[src/rtl/aes_tx_sequencer.sv]
// rtl/aes_tx_sequencer.sv - streams one AES ciphertext block as a framed byte sequence into a UART transmitter
// Frame layout: optional SOF byte, 16 data bytes MSB first, optional CRC-8 (poly 0x07) trailer.

module aes_tx_sequencer #(
   parameter bit         SOF_EN   = 1'b1,
   parameter logic [7:0] SOF_BYTE = 8'hA5,
   parameter int         CNT_W    = 16
) (
   input  logic             clk,
   input  logic             reset,
   input  logic             blk_valid,
   output logic             blk_ready,
   input  logic [127:0]     blk_data,
   input  logic             crc_en,
   input  logic             tx_busy,
   output logic [7:0]       tx_data,
   output logic             tx_load,
   output logic             busy,
   output logic             frame_done,
   output logic [CNT_W-1:0] frame_cnt
);

   typedef enum logic [2:0] {IDLE, ISSUE, GUARD, WAIT, DONE} state_t;

   localparam logic [4:0] FIRST_DATA = SOF_EN ? 5'd1 : 5'd0;

   state_t       state;
   logic [127:0] shreg;
   logic [7:0]   crc;
   logic         crc_en_q;
   logic [4:0]   idx;
   logic [4:0]   last_idx;

   logic [7:0]   src_top;
   logic [7:0]   crc_base;
   logic [7:0]   crc_upd;
   logic [7:0]   issue_byte;
   logic         is_sof;
   logic         is_crc;
   logic         is_data;

   function automatic logic [7:0] crc8_byte(input logic [7:0] c, input logic [7:0] d);
      logic [7:0] r;
      r = c ^ d;
      for (int i = 0; i < 8; i++) begin
         r = r[7] ? ({r[6:0], 1'b0} ^ 8'h07) : {r[6:0], 1'b0};
      end
      return r;
   endfunction

   assign blk_ready = (state == IDLE) && !reset;
   assign last_idx  = FIRST_DATA + 5'd15 + {4'd0, crc_en_q};

   // In IDLE the first byte is taken straight from blk_data so it can load in the cycle after accept.
   always_comb begin
      src_top    = (state == IDLE) ? blk_data[127:120] : shreg[127:120];
      crc_base   = (state == IDLE) ? 8'h00 : crc;
      is_sof     = SOF_EN && (idx == 5'd0);
      is_crc     = (state != IDLE) && crc_en_q && (idx == last_idx);
      is_data    = !is_sof && !is_crc;
      crc_upd    = crc8_byte(crc_base, src_top);
      issue_byte = is_sof ? SOF_BYTE : (is_crc ? crc : src_top);
   end

   always_ff @(posedge clk or posedge reset) begin
      if (reset) begin
         state      <= IDLE;
         shreg      <= '0;
         crc        <= 8'h00;
         crc_en_q   <= 1'b0;
         idx        <= 5'd0;
         tx_data    <= 8'h00;
         tx_load    <= 1'b0;
         busy       <= 1'b0;
         frame_done <= 1'b0;
         frame_cnt  <= '0;
      end else begin
         tx_load    <= 1'b0;
         frame_done <= 1'b0;
         case (state)
            IDLE: begin
               if (blk_valid) begin
                  crc_en_q <= crc_en;
                  idx      <= 5'd0;
                  busy     <= 1'b1;
                  if (!tx_busy) begin
                     tx_load <= 1'b1;
                     tx_data <= issue_byte;
                     shreg   <= is_data ? {blk_data[119:0], 8'h00} : blk_data;
                     crc     <= is_data ? crc_upd : 8'h00;
                     state   <= GUARD;
                  end else begin
                     shreg <= blk_data;
                     crc   <= 8'h00;
                     state <= ISSUE;
                  end
               end
            end
            ISSUE: begin
               if (!tx_busy) begin
                  tx_load <= 1'b1;
                  tx_data <= issue_byte;
                  if (is_data) begin
                     shreg <= {shreg[119:0], 8'h00};
                     crc   <= crc_upd;
                  end
                  state <= GUARD;
               end
            end
            // The UART raises busy one cycle after load, so its level here is meaningless.
            GUARD: state <= WAIT;
            WAIT: begin
               if (!tx_busy) begin
                  if (idx == last_idx) begin
                     idx        <= 5'd0;
                     frame_done <= 1'b1;
                     frame_cnt  <= frame_cnt + {{(CNT_W-1){1'b0}}, 1'b1};
                     state      <= DONE;
                  end else begin
                     idx   <= idx + 5'd1;
                     state <= ISSUE;
                  end
               end
            end
            DONE: begin
               busy  <= 1'b0;
               state <= IDLE;
            end
            default: state <= IDLE;
         endcase
      end
   end

endmodule

[config.mk]
export PLATFORM = sky130hd
export DESIGN_NAME = aes_tx_sequencer
export DESIGN_NICKNAME = d
export VERILOG_FILES = /design/src/rtl/aes_tx_sequencer.sv
export SDC_FILE = /design/constraint.sdc
export NUM_CORES = 1
export LEC_CHECK = 0
export CORE_UTILIZATION = 45
export DETAILED_ROUTE_END_ITERATION = 8
export GPL_TIMING_DRIVEN = 1
export PLACE_DENSITY_LB_ADDON = 0.25
export SLEW_MARGIN = 20
export SYNTH_ARGS = -nofsm -noshare
export SYNTH_HDL_FRONTEND = slang
export SYNTH_SLANG_ARGS = --single-unit
export TNS_END_PERCENT = 10
[constraint.sdc]
create_clock -name clk -period 9.8 [get_ports clk]
set_input_delay 2.94 -clock clk [delete_from_list [all_inputs] [get_ports clk]]
set_output_delay 2.94 -clock clk [all_outputs]
set_load 0.005 [all_outputs]
==> results_dict.tcl <==
# flow metrics
set metrics [dict create \
    status "completed" \
    chip_area_um2 21100 \
    drt_iter0_markers 733 \
    yosysUniqueCellTypes 45 \
    antenna_left 0 \
    ys_seq_share_pct 46.5 \
    reg2reg_depth 10 \
    synth.avg_cell_area_um2 8.70 \
    finalCritPeriodShare_pct 71.9 \
    synth_nets 1199 \
    ctsHoldBuffers 0 \
    clockRootBuffer "clkbuf_16" \
    finalPower_mw 3.44 \
    clock_path_buffers 2 \
    worstPathArrival_ns 4.10 \
    cts_max_level 4 \
    clock_latency_ns 0.43 \
    syn_area_um2 9250 \
    grt_usage_pct 25.2 \
    top_area_share_pct 46.5 \
    slew_violations 0 \
    edf_count 0 \
    finalHoldViolCount 0 \
    fp-utilization_pct 45.9 \
    power.density_nw_per_um2 297 \
    post-cts-setup-buffers 0 \
    cts-resized-gates 0 \
    drive_above_1_share_pct 5.17 \
    grt_max_degree 114 \
    most_common_cell "a21oi_1" \
    min_period_ns 7.04 \
    worst-setup-path-type "in2out" \
    dr.pass1.iters 5 \
    first_global_vias 8154 \
    crit_path_end_kind "output pin" \
    synthArstFlopShare_pct 100 \
    worstPathRequired_ns 6.86 \
    wl_per_cell_um 18.0 \
    p_leak_nw 5.35 \
    top_area_cell "dfrtp_1" \
    cts_tree "yes" \
    area_leaders "dfrtp_1 (47%), a21oi_1 (13%), a21o_1 (10%)" \
]
-- cell type report --
type	count	area (um2)
diodes	1	2.50
clock buffers	18	439
clock inverters	13	166
fillers	1834	8580
inverters	9	41.3
multi-input cells	794	4570
flip-flops and latches	172	4300
well taps	270	338
repair buffers	174	1720
-- sequential cells by signal, indices dropped and copies added (netlist names) --
name / cells
busy: 1
crc: 8
crc_en_q: 1
frame_cnt: 16
frame_done: 1
idx: 5
shreg: 128
state: 3
tx_data: 8
tx_load: 1
-- logic make-up after synthesis --
family          share of synthesized area (%)
buf+inv                                  4.50
simple gates                             10.0
flops                                    46.5
fa+ha+maj                               0.406
compound gates                           33.6
xor+xnor                                 3.69
mux                                      1.22
-- per-stage QoR --
stage | hold WS, ns | worst slack (ns) | std cells | area, um2 | util (%)
4_1_cts | 0.481 | 2.79 | 1449 | 11600 | 57.3
3_5_place_dp | 0.468 | 2.79 | 1418 | 11000 | 54.3
2_1_floorplan | 0.450 | 2.20 | 1063 | 9250 | -
3_3_place_gp | 0.460 | 2.80 | 1418 | 11000 | 54.3
6_report | 0.476 | 2.76 | 1451 | 11600 | 57.4
5_1_grt | 0.505 | 2.71 | 1450 | 11600 | 57.4
-- power by group --
group	total [mW]	switching, mW	internal (mW)
sequential	1.22	0.206	1.02
combinational	1.52	0.858	0.658
clock	0.704	0.295	0.409
total	3.44	1.36	2.08
-- placed cells by master, fill, tap and decap left out, types with 18 or more instances in the layout --
| cell | n |
|---|---|
| a21oi_1 | 248 |
| dfrtp_1 | 172 |
| clkdlybuf4s50_1 | 160 |
| nand2_1 | 141 |
| a21o_1 | 124 |
| o21ai_1 | 101 |
| o21ai_0 | 37 |
| xnor2_1 | 26 |
| nor2_1 | 18 |
-- final timing paths --
path	start	end	slack (ns)
max	reset	blk_ready	2.76
min	frame_cnt[15]$_DFFE_PP0P_	frame_cnt[15]$_DFFE_PP0P_	0.48
max reg2reg	idx[0]$_DFFE_PP0P_	shreg[23]$_DFFE_PP0P_	6.34
min reg2reg	frame_cnt[15]$_DFFE_PP0P_	frame_cnt[15]$_DFFE_PP0P_	0.48
max in group asynchronous	reset	shreg[91]$_DFFE_PP0P_	5.31
min in group asynchronous	reset	tx_load$_DFF_PP0_	3.05
-- worst max-delay path, cell delays in order --
cell and delay, ns:
clkdlybuf4s50_1 0.51, nor2_1 0.15, clkdlybuf4s50_1 0.50
-- routing by layer --
layer	GRT usage (%)	share of wire, %	vias to the layer above	wire length, um
met5	0	0	-	0
met4	8.11	2.0	0	524
met1	36.1	46	4130	12000
met2	39.8	47	266	12400
met3	3.13	4.9	43	1280
li1	-	-	3987	-
**M1 wires**

Cells faint in the background.
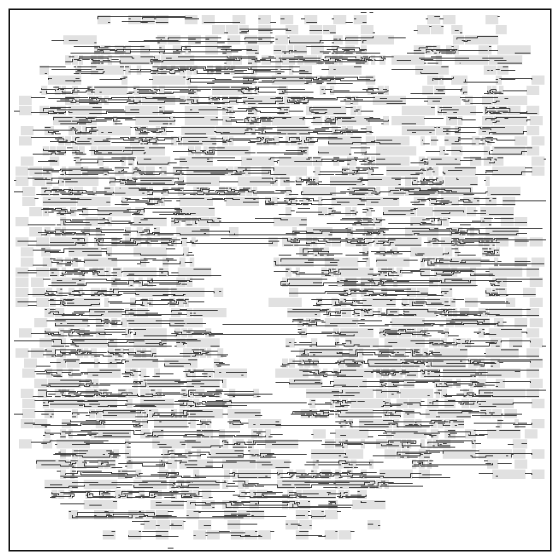
share of all routed wire: 46%
nets with wire on the layer: 1162
longest straight run: 39.6 um
main direction: horizontal
wire length on this layer: 12000 um

**Signal wires on met2**

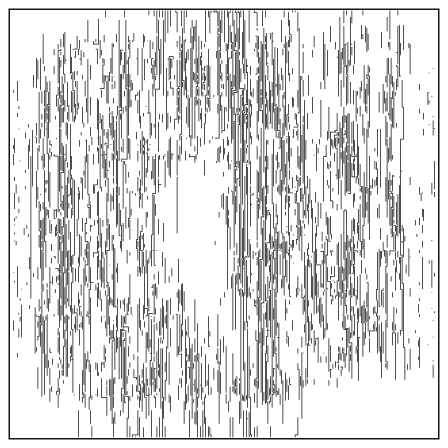
nets with wire on the layer: 1059
share of all routed wire: 47%
longest straight run: 49.0 um
main direction: vertical
wire length on this layer: 12400 um
total routed wirelength: 26.2 mm
GR Util met2: 39.8%
detailed-route via count: 8426

**Signal wires on met4**

Cells faint in the background.
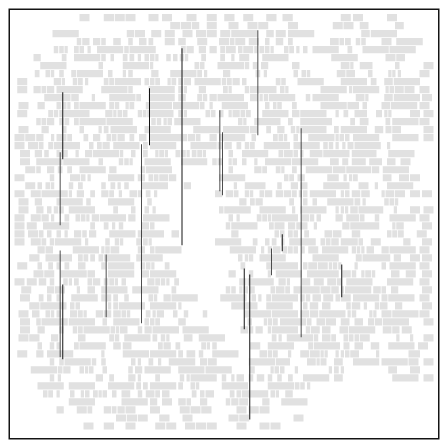
nets with wire on the layer: 15
longest straight run: 70.7 um
main direction: vertical
wire length on this layer: 524 um
share of all routed wire: 2.0%

Power and IR drop assume default switching activity.
